`config.mk`:
```
export PLATFORM = sky130hd
export DESIGN_NAME = ntt_cmd_issuer
export DESIGN_NICKNAME = d
export VERILOG_FILES = /design/src/rtl/ntt_pkg.sv /design/src/rtl/ntt_cmd_fifo.sv /design/src/rtl/ntt_cmd_issuer.sv
export SDC_FILE = /design/constraint.sdc
export NUM_CORES = 1
export LEC_CHECK = 0
export ABC_CLOCK_PERIOD_IN_PS = 10200
export CAP_MARGIN = 20
export CORE_ASPECT_RATIO = 0.6
export CORE_UTILIZATION = 45
export CTS_BUF_LIST = sky130_fd_sc_hd__clkbuf_2 sky130_fd_sc_hd__clkbuf_4 sky130_fd_sc_hd__clkbuf_8
export DETAILED_ROUTE_END_ITERATION = 16
export GPL_TIMING_DRIVEN = 0
export PLACE_DENSITY = 0.67
export SLEW_MARGIN = 20
export SYNTH_ARGS = -nofsm -noshare
export SYNTH_HDL_FRONTEND = slang
export SYNTH_SLANG_ARGS = --single-unit
```
`constraint.sdc`:
```
create_clock -name clk -period 10.2 [get_ports clk]
set_input_delay 3.06 -clock clk [delete_from_list [all_inputs] [get_ports clk]]
set_output_delay 3.06 -clock clk [all_outputs]
set_load 0.05 [all_outputs]
```
`src/rtl/ntt_pkg.sv`:
```
// rtl/ntt_pkg.sv - shared types, opcodes and legality helpers for the ntt command path
//
// Contents:
//   OPC_*            engine opcodes accepted by ntt_engine
//   SLOT_MAX         highest legal slot index
//   cmd_t            packed host command {opcode, slot, dma_addr} (60 bits)
//   state_t          issuer FSM states
//   is_legal_opcode  opcode screen
//   is_legal_cmd     full command screen (opcode and slot)
package ntt_pkg;

  localparam logic [7:0] OPC_LOAD  = 8'h02;
  localparam logic [7:0] OPC_STORE = 8'h03;
  localparam logic [7:0] OPC_NTT   = 8'h10;
  localparam logic [7:0] OPC_INTT  = 8'h11;

  localparam logic [3:0] SLOT_MAX  = 4'd3;

  typedef struct packed {
    logic [7:0]  opcode;
    logic [3:0]  slot;
    logic [47:0] dma_addr;
  } cmd_t;

  typedef enum logic [2:0] {
    S_IDLE    = 3'd0,
    S_CHECK   = 3'd1,
    S_ISSUE   = 3'd2,
    S_WAIT_LO = 3'd3,
    S_WAIT_HI = 3'd4,
    S_HALT    = 3'd5
  } state_t;

  function automatic logic is_legal_opcode(input logic [7:0] op);
    return (op == OPC_LOAD) || (op == OPC_STORE) || (op == OPC_NTT) || (op == OPC_INTT);
  endfunction

  function automatic logic is_legal_cmd(input cmd_t c);
    return is_legal_opcode(c.opcode) && (c.slot <= SLOT_MAX);
  endfunction

endpackage

```
`src/rtl/ntt_cmd_fifo.sv`:
```
// rtl/ntt_cmd_fifo.sv - synchronous FIFO of cmd_t entries
//
// Ports:
//   clk, rst     clock, synchronous active-high reset (flushes the FIFO)
//   push         write push_data when not full
//   push_data    command to enqueue
//   pop          advance the head when not empty
//   pop_data     current head (valid while !empty)
//   full, empty  occupancy flags
//   count        number of stored entries, 0..DEPTH
module ntt_cmd_fifo
  import ntt_pkg::*;
#(
  parameter int DEPTH = 8
) (
  input  logic                     clk,
  input  logic                     rst,
  input  logic                     push,
  input  cmd_t                     push_data,
  input  logic                     pop,
  output cmd_t                     pop_data,
  output logic                     full,
  output logic                     empty,
  output logic [$clog2(DEPTH):0]   count
);

  localparam int AW = $clog2(DEPTH);

  cmd_t            mem [DEPTH];
  logic [AW-1:0]   wr_ptr;
  logic [AW-1:0]   rd_ptr;
  logic [AW:0]     cnt;
  logic            push_en;
  logic            pop_en;

  assign full     = (cnt == (AW+1)'(DEPTH));
  assign empty    = (cnt == '0);
  assign count    = cnt;
  assign pop_data = mem[rd_ptr];

  // Overflow/underflow requests are ignored rather than corrupting state.
  assign push_en  = push && !full;
  assign pop_en   = pop && !empty;

  always_ff @(posedge clk) begin
    if (push_en) begin
      mem[wr_ptr] <= push_data;
    end
  end

  always_ff @(posedge clk) begin
    if (rst) begin
      wr_ptr <= '0;
      rd_ptr <= '0;
      cnt    <= '0;
    end else begin
      if (push_en) begin
        wr_ptr <= wr_ptr + AW'(1);
      end
      if (pop_en) begin
        rd_ptr <= rd_ptr + AW'(1);
      end
      case ({push_en, pop_en})
        2'b10:   cnt <= cnt + (AW+1)'(1);
        2'b01:   cnt <= cnt - (AW+1)'(1);
        default: cnt <= cnt;
      endcase
    end
  end

endmodule

```
`src/rtl/ntt_cmd_issuer.sv`:
```
// rtl/ntt_cmd_issuer.sv - buffers host commands and issues them to ntt_engine with a watchdog
//
// Ports:
//   clk, rst                           clock, synchronous active-high reset
//   in_valid/in_ready                  host push handshake (in_ready = FIFO not full)
//   in_opcode/in_slot/in_dma_addr      host command fields
//   cmd_valid                          one-cycle issue pulse to the engine
//   cmd_opcode/cmd_slot/cmd_dma_addr   command fields, held from issue until next pop
//   eng_ready                          engine ready
//   done_pulse                         issued command completed
//   err_illegal                        popped command dropped as illegal
//   err_timeout                        sticky watchdog expiry, cleared by rst only
//   busy                               FIFO non-empty or FSM not idle
//   issued_count                       completed commands, wrapping
module ntt_cmd_issuer
  import ntt_pkg::*;
#(
  parameter int DEPTH     = 8,
  parameter int TIMEOUT_W = 20
) (
  input  logic        clk,
  input  logic        rst,
  input  logic        in_valid,
  output logic        in_ready,
  input  logic [7:0]  in_opcode,
  input  logic [3:0]  in_slot,
  input  logic [47:0] in_dma_addr,
  output logic        cmd_valid,
  output logic [7:0]  cmd_opcode,
  output logic [3:0]  cmd_slot,
  output logic [47:0] cmd_dma_addr,
  input  logic        eng_ready,
  output logic        done_pulse,
  output logic        err_illegal,
  output logic        err_timeout,
  output logic        busy,
  output logic [31:0] issued_count
);

  state_t                  state_q;
  state_t                  state_d;
  cmd_t                    cmd_q;
  cmd_t                    fifo_head;
  cmd_t                    fifo_wdata;
  logic                    fifo_full;
  logic                    fifo_empty;
  logic [$clog2(DEPTH):0]  fifo_count;
  logic                    fifo_push;
  logic                    fifo_pop;
  logic [TIMEOUT_W-1:0]    wd_q;
  logic [TIMEOUT_W-1:0]    wd_inc;
  logic                    wd_expire;
  logic                    err_timeout_q;
  logic [31:0]             issued_q;

  assign fifo_wdata = {in_opcode, in_slot, in_dma_addr};
  assign fifo_push  = in_valid && !fifo_full;
  assign wd_inc     = wd_q + TIMEOUT_W'(1);

  ntt_cmd_fifo #(
    .DEPTH(DEPTH)
  ) u_fifo (
    .clk       (clk),
    .rst       (rst),
    .push      (fifo_push),
    .push_data (fifo_wdata),
    .pop       (fifo_pop),
    .pop_data  (fifo_head),
    .full      (fifo_full),
    .empty     (fifo_empty),
    .count     (fifo_count)
  );

  assign in_ready     = !fifo_full;
  assign busy         = (fifo_count != '0) || (state_q != S_IDLE);
  assign cmd_opcode   = cmd_q.opcode;
  assign cmd_slot     = cmd_q.slot;
  assign cmd_dma_addr = cmd_q.dma_addr;
  assign err_timeout  = err_timeout_q;
  assign issued_count = issued_q;

  always_comb begin
    state_d     = state_q;
    fifo_pop    = 1'b0;
    cmd_valid   = 1'b0;
    err_illegal = 1'b0;
    done_pulse  = 1'b0;
    wd_expire   = 1'b0;
    case (state_q)
      S_IDLE: begin
        if (!fifo_empty && eng_ready) begin
          fifo_pop = 1'b1;
          state_d  = S_CHECK;
        end
      end
      S_CHECK: begin
        if (!is_legal_cmd(cmd_q)) begin
          err_illegal = 1'b1;
          state_d     = S_IDLE;
        end else if (eng_ready) begin
          // Only move to issue after a ready cycle, so cmd_valid always
          // follows a cycle in which the engine showed ready.
          state_d = S_ISSUE;
        end
      end
      S_ISSUE: begin
        cmd_valid = 1'b1;
        state_d   = S_WAIT_LO;
      end
      S_WAIT_LO: begin
        if (wd_inc == '1) begin
          wd_expire = 1'b1;
          state_d   = S_HALT;
        end else if (!eng_ready) begin
          state_d = S_WAIT_HI;
        end
      end
      S_WAIT_HI: begin
        // Completion wins over a simultaneous watchdog expiry.
        if (eng_ready) begin
          done_pulse = 1'b1;
          state_d    = S_IDLE;
        end else if (wd_inc == '1) begin
          wd_expire = 1'b1;
          state_d   = S_HALT;
        end
      end
      S_HALT: begin
        state_d = S_HALT;
      end
      default: begin
        state_d = S_IDLE;
      end
    endcase
  end

  always_ff @(posedge clk) begin
    if (rst) begin
      state_q       <= S_IDLE;
      cmd_q         <= '0;
      wd_q          <= '0;
      err_timeout_q <= 1'b0;
      issued_q      <= '0;
    end else begin
      state_q <= state_d;
      if (fifo_pop) begin
        cmd_q <= fifo_head;
      end
      if (state_d == S_ISSUE) begin
        wd_q <= '0;
      end else if ((state_q == S_WAIT_LO) || (state_q == S_WAIT_HI)) begin
        wd_q <= wd_inc;
      end
      if (wd_expire) begin
        err_timeout_q <= 1'b1;
      end
      if (done_pulse) begin
        issued_q <= issued_q + 32'd1;
      end
    end
  end

endmodule

```
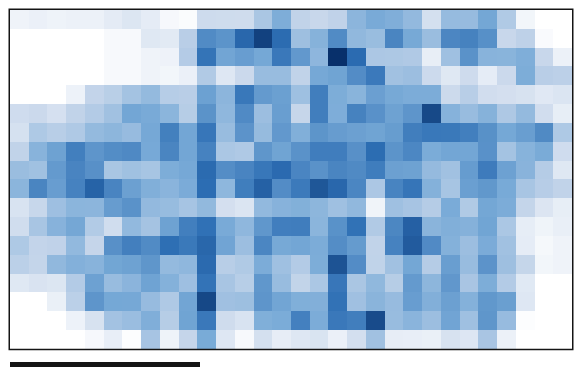
run_1/route_heat.png
Bar = 100 µm. 30 x 18 tiles, from white (low) to dark blue (high), scaled to the fullest tile. Values are wire area over tile area, all layers added.
nearly empty tiles: 7.6%
emptiest ninth of the die: upper left
mean over tiles: 0.16
fullest tile: 0.40
tiles over half the peak: 34%

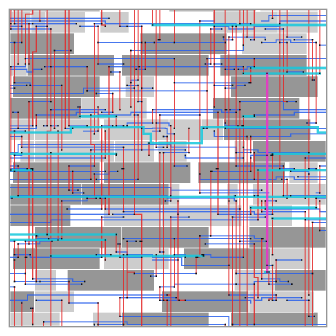
run_1/closeup.png
Window x 128 to 168, y 69 to 109 µm. Cells in gray, sequential cells in the stronger gray; small squares are vias.
legend:
  M4:
    color: magenta
  M3:
    color: cyan
  M2:
    color: red
  M1:
    color: blue
most frequent: edfxtp_1 (27), mux4_2 (9), clkbuf_8 (7)
cells with their middle in the window: 63
sequential cells in the window: 27
netlist names of flops here include: `u_fifo.mem` (27)

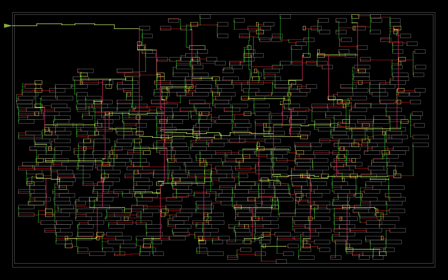
run_1/clock_nets.png
clock skew: 0.0247 ns
Clock Power: 2.04 mW
clk_buf instances: 127
clk latency late pin: 0.65 ns

==> metrics.cfg, run 1 <==
[pwr]
p_leak_nw=8.98
switching_share_pct=30.8

[finish]
syn_to_final_growth_pct=21.6
regMostFlops=u_fifo.mem
clock_area_share_pct=6.63
final-seq-area_um2=16900
mi_logic_area_um2=6100

[sta]
tightest_slew_ns=1.01
setup_tns_ns=0
fmax_ghz=0.131
finalHoldViolations=0

[clocking]
cts_tree=built
path_clk_slew_ns=0.06

[global_route]
overflow=0
grtUsageTotal_pct=20.0
grt_pass1_wl_um=77500

[placed_design]
dp_cells=2195
gp_congestion=0.814

[detailed_routing]
highest_layer=met4

[worst_setup_path]
end_kind=output pin
regToRegStartpoint=state_q[2]

[logic_synthesis]
ys_cells=1305
ys_warn_count=0

[run_status]
status=completed

## run 1: Yosys cell counts (7+ instances only)
cell      number  share of area [%]
nand2_1       30               0.48
and4_1         9               0.34
nor2_1       136                2.2
and3_1         8               0.21
mux2i_1       62                2.7
a211oi_1      62                2.0
a21oi_1       13               0.28
dfxtp_1      126                 11
edfxtp_1     480                 62
buf_1         12               0.19
mux4_2       120                 12
nand4_1       14               0.38
xnor2_1       22               0.83
buf_2         12               0.26
clkbuf_1      49               0.79
ha_1           8               0.43
xor2_1        38                1.4
nand3_1       22               0.47
nor3_1         9               0.19
inv_1          7               0.11
## run 1: through the flow
step | setup slack, ns | hold WS (ns)
floorplan | 2.08 | 0.462
global placement | -2.84 | 0.468
detailed placement | 2.56 | 0.494
CTS | 2.56 | 0.503
global route | 2.50 | 0.518
finish | 2.55 | 0.498
## run 1: kinds of logic (layout without fill, tap and decap cells)
logic type      Yosys count  count (layout)  share of synthesized area, %
simple gates            271             271                          5.77
xor+xnor                 60              60                          2.26
flops                   606             606                          72.7
other cells               0               3                             0
fa+ha+maj                 9               9                         0.516
mux                     182             182                          14.3
compound gates           97              97                          3.12
buf+inv                  80             442                          1.35
## run 1: metal layers
metal | global-route usage, % | vias up
met2 | 30.8 | 356
met1 | 28.7 | 6392
met4 | 5.92 | 0
met5 | 0 | -
li1 | - | 5764
met3 | 3.97 | 83
## run 1: worst max path at each step
stage / from / to / slack (ns)
after global placement: in_valid / u_fifo.mem[0][48] / -2.84
final: eng_ready / done_pulse / 2.55
after floorplan: in_valid / u_fifo.mem[0][0] / 2.08
after detailed placement: eng_ready / done_pulse / 2.56
after CTS: eng_ready / done_pulse / 2.56
after global routing: eng_ready / done_pulse / 2.50
==> run 1 -> run 2 <==
--- a/config.mk
+++ b/config.mk
@@ -5,7 +5,7 @@
 export SDC_FILE = /design/constraint.sdc
 export NUM_CORES = 1
 export LEC_CHECK = 0
-export ABC_CLOCK_PERIOD_IN_PS = 10200
+export ABC_CLOCK_PERIOD_IN_PS = 7300
 export CAP_MARGIN = 20
 export CORE_ASPECT_RATIO = 0.6
 export CORE_UTILIZATION = 45
==> constraint.sdc (replaced) <==
create_clock -name clk -period 7.3 [get_ports clk]
set_input_delay 2.19 -clock clk [delete_from_list [all_inputs] [get_ports clk]]
set_output_delay 2.19 -clock clk [all_outputs]
set_load 0.05 [all_outputs]
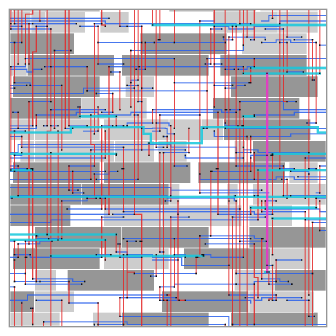
run_2/closeup.png
Window x 128 to 168, y 69 to 109 µm. Cells in gray, sequential cells in the stronger gray; small squares are vias.
legend:
  M2:
    color: red
  M4:
    color: magenta
  M1:
    color: blue
  M3:
    color: cyan
sequential cells in the window: 27
most frequent: edfxtp_1 (27), mux4_2 (9), clkbuf_8 (7)
cells with their middle in the window: 63
netlist names of flops here include: `u_fifo.mem` (27)

==> metrics.cfg, run 2 <==
[finish]
regMostFlops=u_fifo.mem
syn_to_final_growth_pct=21.6  ; unchanged
nets=1665

[worst_setup_path]
end_kind=output pin
regToRegStartpoint=state_q[2]

[run_status]
status=completed

[logic_synthesis]
largest_area_cell=edfxtp_1
common_cells=edfxtp_1, nor2_1, dfxtp_1
top_cell=edfxtp_1
postSynthAreaPerCell_um2=17.8
synth_top_area_share_pct=61.9  ; unchanged
ys_cells=1305  ; unchanged
ys_warn_count=0  ; unchanged
topCellsByArea=edfxtp_1, mux4_2, dfxtp_1, mux2i_1, nor2_1

[clocking]
cts_tree=built
path_clk_slew_ns=0.06  ; about the same
clk_latency_ns=0.65  ; about the same

[global_route]
grt_busiest_layer=met2
grtUsageTotal_pct=20.0  ; unchanged
use_met3_pct=3.97  ; unchanged
grt_pass1_wl_um=77500  ; unchanged
grtUsageMet2_pct=30.8  ; unchanged
overflow=0  ; unchanged
met1_usage_pct=28.7  ; unchanged

[placed_design]
gp_congestion=0.814  ; unchanged

[sta]
fin_skew_ns=0.0247  ; unchanged
setup_tns_ns=0  ; unchanged
finalHoldViolations=0  ; unchanged
tightest_slew_ns=1.01  ; unchanged
fmax_ghz=0.169
whs_ns=0.498  ; unchanged

[pwr]
p_leak_nw=8.98  ; unchanged

[worst_hold_path]
holdPathStages=2

[detailed_routing]
num_vias=12595

[die]
fp_util_pct=45.7

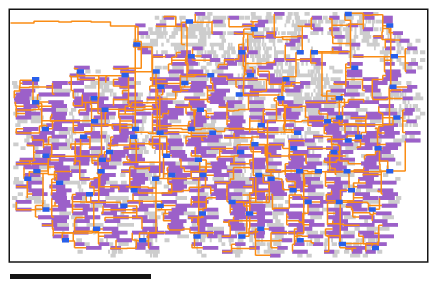
run_2/clock_wires.png
Bar = 100 µm.
legend:
  clock wires:
    color: orange
    length: 7,650 µm
  clock-net drivers:
    color: blue
    count: 88
  flip-flops:
    color: purple
    count: 606
flops lie: all over the die

## run 2: worst max-delay path by stage
stage | slack (ns) | depth (start not counted) | to | start
2_1_floorplan | 0.05 | 3 | u_fifo.mem[0][0] | in_valid
3_3_place_gp | -4.87 | 4 | u_fifo.mem[0][48] | in_valid
3_5_place_dp | 1.23 | 12 | u_fifo.count[3] | eng_ready
4_1_cts | 1.40 | 4 | done_pulse | eng_ready
5_1_grt | 1.34 | 4 | done_pulse | eng_ready
6_report | 1.39 | 4 | done_pulse | eng_ready
## run 2: layout make-up
| class | count | area (µm²) |
|---|---|---|
| clock inverters | 38 | 279 |
| diodes | 3 | 7.51 |
| plain buffers | 73 | 289 |
| fillers | 3976 | 22700 |
| multi-input cells | 619 | 6100 |
| flip-flops and latches | 606 | 16900 |
| clock buffers | 127 | 1600 |
| repair buffers | 197 | 2220 |
| inverters | 7 | 26.3 |
| well taps | 693 | 867 |
## run 2: per-stage QoR
stage               cells  setup WS (ns)
floorplan            1305         0.0526
global placement     2157          -4.87
detailed placement   2195           1.23
CTS                  2360           1.40
global route         2362           1.34
finish               2363           1.39
## run 2: per-layer routing
metal / vias to the layer above / wire length (µm)
met5: - / 0
met4: 0 / 1050
met3: 83 / 3070
met2: 356 / 24000
met1: 6392 / 23700
li1: 5764 / -
## run 2: where the power goes
part | internal (mW) | switching [mW]
registers | 4.01 | 0.142
logic | 0.798 | 1.37
clock network | 1.53 | 1.31
## run 2: kinds of logic after synthesis
group | Yosys count | share of synthesized area [%]
fa+ha+maj | 9 | 0.516
mux | 182 | 14.3
buf+inv | 80 | 1.35
simple gates | 271 | 5.77
xor+xnor | 60 | 2.26
compound gates | 97 | 3.12
flops | 606 | 72.7
Power and IR drop assume default switching activity.
